**config.mk**
```make
export PLATFORM = sky130hd
export DESIGN_NAME = lr35902_oam_dma
export DESIGN_NICKNAME = d
export VERILOG_FILES = /design/src/rtl/lr35902_pkg.sv /design/src/rtl/lr35902_oam_dma.sv
export SDC_FILE = /design/constraint.sdc
export NUM_CORES = 1
export LEC_CHECK = 0
export CAP_MARGIN = 10
export CORE_ASPECT_RATIO = 0.9
export CORE_MARGIN = 5
export CORE_UTILIZATION = 49
export DETAILED_ROUTE_END_ITERATION = 10
export GPL_TIMING_DRIVEN = 0
export MAX_ROUTING_LAYER = met4
export PLACE_DENSITY = 0.95
export SETUP_SLACK_MARGIN = 0.1
export SYNTH_ARGS = -nofsm -noshare
export SYNTH_HDL_FRONTEND = slang
export SYNTH_SLANG_ARGS = --single-unit
```
**constraint.sdc**
```tcl
create_clock -name clk -period 2.8 [get_ports clk]
set_input_delay 0.7 -clock clk [delete_from_list [all_inputs] [get_ports clk]]
set_output_delay 0.7 -clock clk [all_outputs]
set_load 0.01 [all_outputs]
```
**src/rtl/lr35902_pkg.sv**
```systemverilog
// rtl/lr35902_pkg.sv - shared LR35902 definitions used by the OAM DMA engine
package lr35902_pkg;

    typedef enum logic [1:0] {
        IDLE  = 2'd0,
        START = 2'd1,
        XFER  = 2'd2
    } oam_dma_state_e;

    localparam logic [7:0] OAM_DMA_REG_ADR = 8'h46;
    localparam int unsigned OAM_DMA_LEN    = 160;
    localparam logic [7:0] ECHO_BASE       = 8'hE0;
    localparam logic [7:0] ECHO_MASK       = 8'hDF;

endpackage

```
**src/rtl/lr35902_oam_dma.sv**
```systemverilog
// rtl/lr35902_oam_dma.sv - OAM DMA register 0xFF46 and 160-byte copy sequencer
// Optional echo-RAM source folding: LR35902_OAM_DMA_ECHO_FOLD_EN
module lr35902_oam_dma
    import lr35902_pkg::*;
#(
    parameter int unsigned STARTUP_CYCLES  = 4,
    parameter int unsigned CYCLES_PER_BYTE = 4
) (
    input  logic        clk,
    input  logic        n_reset,
    input  logic [7:0]  din,
    input  logic        write,
    output logic [7:0]  dout,
    output logic        busy,
    output logic        active,
    output logic [15:0] adr_rd,
    output logic        rd,
    input  logic [7:0]  data_in,
    output logic [7:0]  adr_wr,
    output logic        wr,
    output logic [7:0]  data_out
);

    localparam logic [3:0] START_CNT  = 4'(STARTUP_CYCLES);
    localparam logic [3:0] LAST_PHASE = 4'(CYCLES_PER_BYTE - 1);
    localparam logic [7:0] LAST_IDX   = 8'(OAM_DMA_LEN - 1);
    localparam bit         DIRECT     = (STARTUP_CYCLES == 0);

    oam_dma_state_e state, state_nx;
    logic [7:0] src_hi, src_nx, src_eff;
    logic [7:0] idx, idx_nx;
    logic [3:0] phase, phase_nx;
    logic [3:0] cnt, cnt_nx;
    logic       active_nx;

    assign dout = src_hi;

    always_comb begin
`ifdef LR35902_OAM_DMA_ECHO_FOLD_EN
        src_eff = (src_nx >= ECHO_BASE) ? (src_nx & ECHO_MASK) : src_nx;
`else
        src_eff = src_nx;
`endif
    end

    // A register write wins over everything; active is only touched on entry
    // to XFER or return to IDLE so a restart keeps OAM locked.
    always_comb begin
        state_nx  = state;
        src_nx    = src_hi;
        idx_nx    = idx;
        phase_nx  = phase;
        cnt_nx    = cnt;
        active_nx = active;
        if (write) begin
            src_nx   = din;
            idx_nx   = 8'd0;
            phase_nx = 4'd0;
            cnt_nx   = START_CNT;
            if (DIRECT) begin
                state_nx  = XFER;
                active_nx = 1'b1;
            end else begin
                state_nx = START;
            end
        end else begin
            case (state)
                START: begin
                    cnt_nx = cnt - 4'd1;
                    if (cnt <= 4'd1) begin
                        state_nx  = XFER;
                        active_nx = 1'b1;
                    end
                end
                XFER: begin
                    if (phase == LAST_PHASE) begin
                        phase_nx = 4'd0;
                        if (idx == LAST_IDX) begin
                            state_nx  = IDLE;
                            active_nx = 1'b0;
                        end else begin
                            idx_nx = idx + 8'd1;
                        end
                    end else begin
                        phase_nx = phase + 4'd1;
                    end
                end
                default: ;
            endcase
        end
    end

    // Strobes and addresses are registered from next-state values so they
    // line up with the cycle the sequencer is in.
    always_ff @(posedge clk or negedge n_reset) begin
        if (!n_reset) begin
            state    <= IDLE;
            src_hi   <= 8'h00;
            idx      <= 8'd0;
            phase    <= 4'd0;
            cnt      <= 4'd0;
            busy     <= 1'b0;
            active   <= 1'b0;
            rd       <= 1'b0;
            wr       <= 1'b0;
            adr_rd   <= 16'h0000;
            adr_wr   <= 8'h00;
            data_out <= 8'h00;
        end else begin
            state    <= state_nx;
            src_hi   <= src_nx;
            idx      <= idx_nx;
            phase    <= phase_nx;
            cnt      <= cnt_nx;
            busy     <= (state_nx != IDLE);
            active   <= active_nx;
            rd       <= (state_nx == XFER) && (phase_nx == 4'd0);
            wr       <= (state_nx == XFER) && (phase_nx == LAST_PHASE);
            adr_rd   <= {src_eff, idx_nx};
            adr_wr   <= idx_nx;
            if (rd) begin
                data_out <= data_in;
            end
        end
    end

endmodule

```
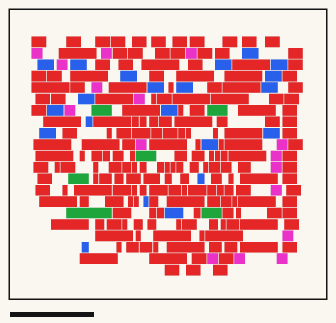
Figure 1: cells by drive strength.
Bar = 20 um.
[magenta] drive 3 to 4 | cells: 16 | share: 6.7% | most used: buf_4
[blue] drive 2 | cells: 21 | share: 8.8% | most used: mux2_2
[green] drive 6 and up | cells: 6 | share: 2.5% | most used: clkbuf_8
[red] drive 1 or less | cells: 195 | share: 82% | most used: clkdlybuf4s50_1

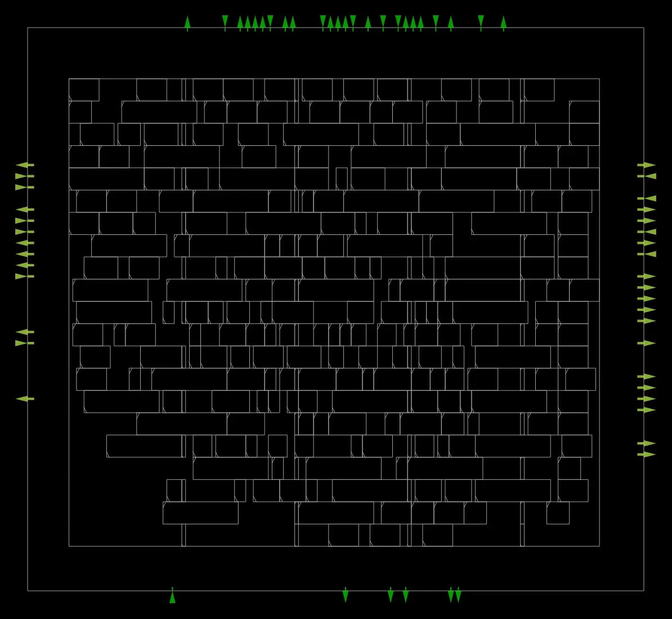
Figure 2: placed standard cells.
Fillers: 288
Finished Core Util: 0.717
count of standard-cell rows: 21
sequential share of cell area: 0.358
count of inserted tapcells: 46

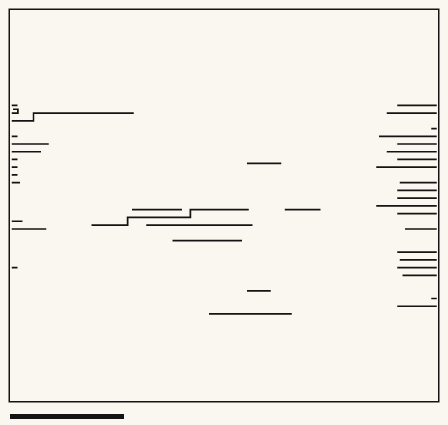
Figure 3: met3 routing.
Bar = 20 um.
longest straight run: 18.4 um
share of all routed wire: 6.8%
nets with wire on the layer: 38
main direction: horizontal
Total Wirelength: 4.11 mm
global routing usage on met3: 0.0435
number of vias after detailed routing: 1,474

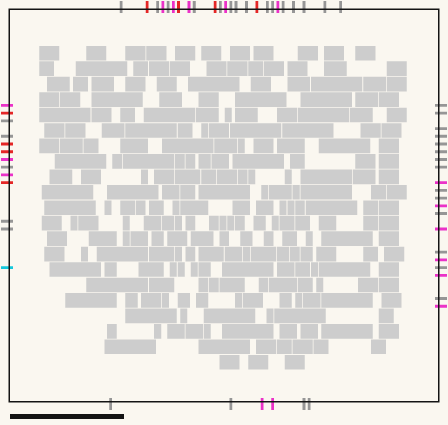
Figure 4: I/O pins on the die edge.
Bar = 20 um. Pins as bars across the die edge, other pins in gray.
[red] din | pins: 8 | direction: input | edge: 4 top, 4 left
[cyan] busy | pins: 1 | direction: output | edge: left
[magenta] adr_rd | pins: 16 | direction: output | edge: 6 right, 5 top, 3 left, 2 bottom
all pins by edge: 24 top, 20 right, 13 left, 6 bottom
Port Buffers: 61
Die Y-Extent: 68.8 um
die width: 75.3 um

==> notes.org <==
* Flow results

** Logic synthesis
- Adder-Cell Fraction of Synth Area :: 0.0399
- Leading register cell type out of synthesis :: sky130_fd_sc_hd__dfrtp_1
- For this run, the register share of the synthesized area comes to 0.505.
- Summed instance area of the synthesized netlist :: 1880 um2
- Area fraction in xor and xnor cells :: 0.0326
- Number of cells in the yosys synthesis report :: 169
- Synth Net Count :: ~190
- The cell-mix breakdown from Yosys lists the simple-gate area share as 0.120.
- Synthesis Warnings :: 0
- Synthesis handed over a netlist of between 150 and 200 instances.
- Async set-or-reset flop fraction in the synthesized netlist :: 1.00
- In this run, the synthesized area fraction spent on AND-OR/OR-AND gates is recorded as 0.0917.
- Summing all multiplexer cells gives an area fraction of 0.117.
- Dominant non-sequential cell family after synthesis :: simple AND/OR/NAND/NOR gates
- Cells taking the most area after synthesis :: sky130_fd_sc_hd__dfrtp_1 50%, sky130_fd_sc_hd__mux2_2 9.6%, sky130_fd_sc_hd__buf_4 6.4%, sky130_fd_sc_hd__ha_1 4.0%, sky130_fd_sc_hd__nor2_1 3.0%
- The most common cell in the synthesized netlist is sky130_fd_sc_hd__dfrtp_1.
- Synth Area per Inst :: 11.1 um2
- Chip area line of the yosys report :: ~1900 um2
- The commonest cells after synthesis are 38 x sky130_fd_sc_hd__dfrtp_1, 16 x sky130_fd_sc_hd__buf_4, 16 x sky130_fd_sc_hd__mux2_2, 15 x sky130_fd_sc_hd__nor2_1, 7 x sky130_fd_sc_hd__inv_1.
- Distinct lib cells used :: 39
- Number of flops mapped to enable cells by yosys :: 0

** GRT
- Met1 track utilization from global routing :: 0.206
- The number of antenna violations at the first check in global routing came to 0.
- Global route hottest layer :: met2
- Remaining global-route overflow :: 0
- Entering global routing, the biggest net connects 39 pins.
- Via count of the first global-routing pass :: between 1,000 and 1,500
- Met2 usage in global routing :: 0.300
- Global-route wire length before repair :: 6.76 mm
- GRT Overall Usage :: 0.177

** Finish
- The register with the most flip-flops in the layout has 8 of them.
- Final non-filler cell area :: 2660 um2
- There are 38 flip-flops and latches.
- Multi-input comb cells :: 100
- By area, the class that comes first in the final layout consists of registers.
- Final antenna diode count :: 0
- Portion of the layout cell area used by clock cells :: 0.0410
- Per the final report, the share of cell area in non-clock buffers is 0.282.
- data_out holds more flip-flops than any other register.
- The layout summary lists the proportion of cells stronger than drive strength 1 as 0.181.
- Clock buffers in the final layout number 5.
- From synthesis to final layout, the design area changed by 41.0%.
- Comb gate area :: about 760 um2
- Non-clock inverter total of the final layout :: 9
- Most numerous logic cells after layout :: 60 x sky130_fd_sc_hd__clkdlybuf4s50_1, 38 x sky130_fd_sc_hd__dfrtp_1, 16 x sky130_fd_sc_hd__mux2_2, 16 x sky130_fd_sc_hd__buf_4, 15 x sky130_fd_sc_hd__nor2_1
- The plain and repair buffers instantiated in the layout total 83.
- Highest-count logic cell in the final layout :: sky130_fd_sc_hd__clkdlybuf4s50_1
- The count of cells in the finished layout, fillers not included, comes to about 280.
- Proportion of cell area occupied by multi-input gates :: 0.285
- For this run, the post-layout net count is 262.

** Timing
- The flow reports an fmax of 431 MHz.
- After routing, the total negative slack on setup checks comes to 0 ns.
- The most critical hold endpoint after final layout shows a slack of 0.502 ns.
- Final clock period utilization by the worst path :: 0.829
- Pins over their slew limit in the final report were tallied at 0.
- Min Clock Period, post-route :: about 2.3 ns
- In the final report, the number of hold violations comes to 0.
- RSZ-0062 raised after global routing :: false
- Transition time at the pin with the least slew margin :: 0.808 ns
- Across all checked pins, the minimum headroom to the slew limit is 0.461.
- From the final report, the count of setup violators was given as 0.
- Clk_skew :: about 0.0053 ns

** Worst setup path
- The worst setup path is launched from a register.
- Buffer-and-inverter tally for the worst setup path :: 2
- Worst-path cell chain :: inv_1 > ha_1 > clkbuf_1 > o21ai_1 > a311o_1 > a2111oi_0
- Per the OpenROAD timing report, the critical path contains 6 cells.
- On the critical path, the stage with the largest delay is an instance of sky130_fd_sc_hd__a2111oi_0.
- Launch point of the worst path :: state[0]
- On the critical path the largest part of the delay comes from AND-OR/OR-AND gates.
- The launch point of the worst register-to-register path is recorded as state[0].
- STA lists the endpoint of the worst register-to-register path as wr.
- The critical path is of the register to register type.
- For the worst setup path, the data arrival time is roughly 2.5 ns.
- The worst setup path is captured at a register.
- Delay of the slowest cell on the worst path :: 0.50 ns

** Power and ir drop
- For the clock group, total power comes out at 447 uW.
- Power Internal :: 1250 uW
- Flop+latch power :: 724 uW
- Final Power :: 1750 uW
- Power density normalized to cell area :: roughly 660 nW/um2
- Switching power as a fraction of the total was reported as 0.288.
- Proportion of power drawn by flip-flops and latches :: 0.413
- Looking at the VDD voltage map, the peak drop is 0.000478 V.
- Top pwr grp :: registers

** Clock network
- Master cell of the clock root buffer :: sky130_fd_sc_hd__clkbuf_8
- Hold_buf cts :: 0
- Maximum clock path buffer count :: 2
- The clock H-tree reported by CTS has 2 levels.
- TritonCTS reports the number of clock sinks as 38.
- Setup repair bufs after CTS :: 0
- TritonCTS clock tree :: done
- Total clock buffers created by CTS :: 5
- Later-pin clock latency in the skew report :: ~0.29 ns

** Drt
- Post-detailed-route count of antenna-violating nets :: 0
- Detailed routing placed a total of about 2.1 mm of wire on met2.
- Post-route DRC :: 0
- Highest routed layer :: met4
- Summed over all nets, wire length on met3 after detailed routing comes to 279 um.
- TritonRoute output was used to compute an average wire per cell of 14.5 um.
- The iteration count recorded for the first detailed-route pass is 4.

** Status
- The run finished with clean final reports.

** Floorplanning
- Initial Util :: 0.508
- 63 I/O pins were placed.
- The total area inside the core boundary comes to 3700 um2.

** Flow run
- Tally of max-capacitance violations :: 0

** Place
- Weighted congestion reported at the end of routability-driven placement :: 0.826
- Hpwl dp :: 3.18 mm
- Detailed placement reports a standard cell area of roughly 2500 um2.
- The number of placed instances, taps included, is 276.
- Post-place setup slack :: roughly 0.47 ns

** Hold path
- Checking hold timing, the worst path is listed with class input pin to asynchronous set/reset pin.
No activity file was given, so power comes from the tool's default toggle rates.
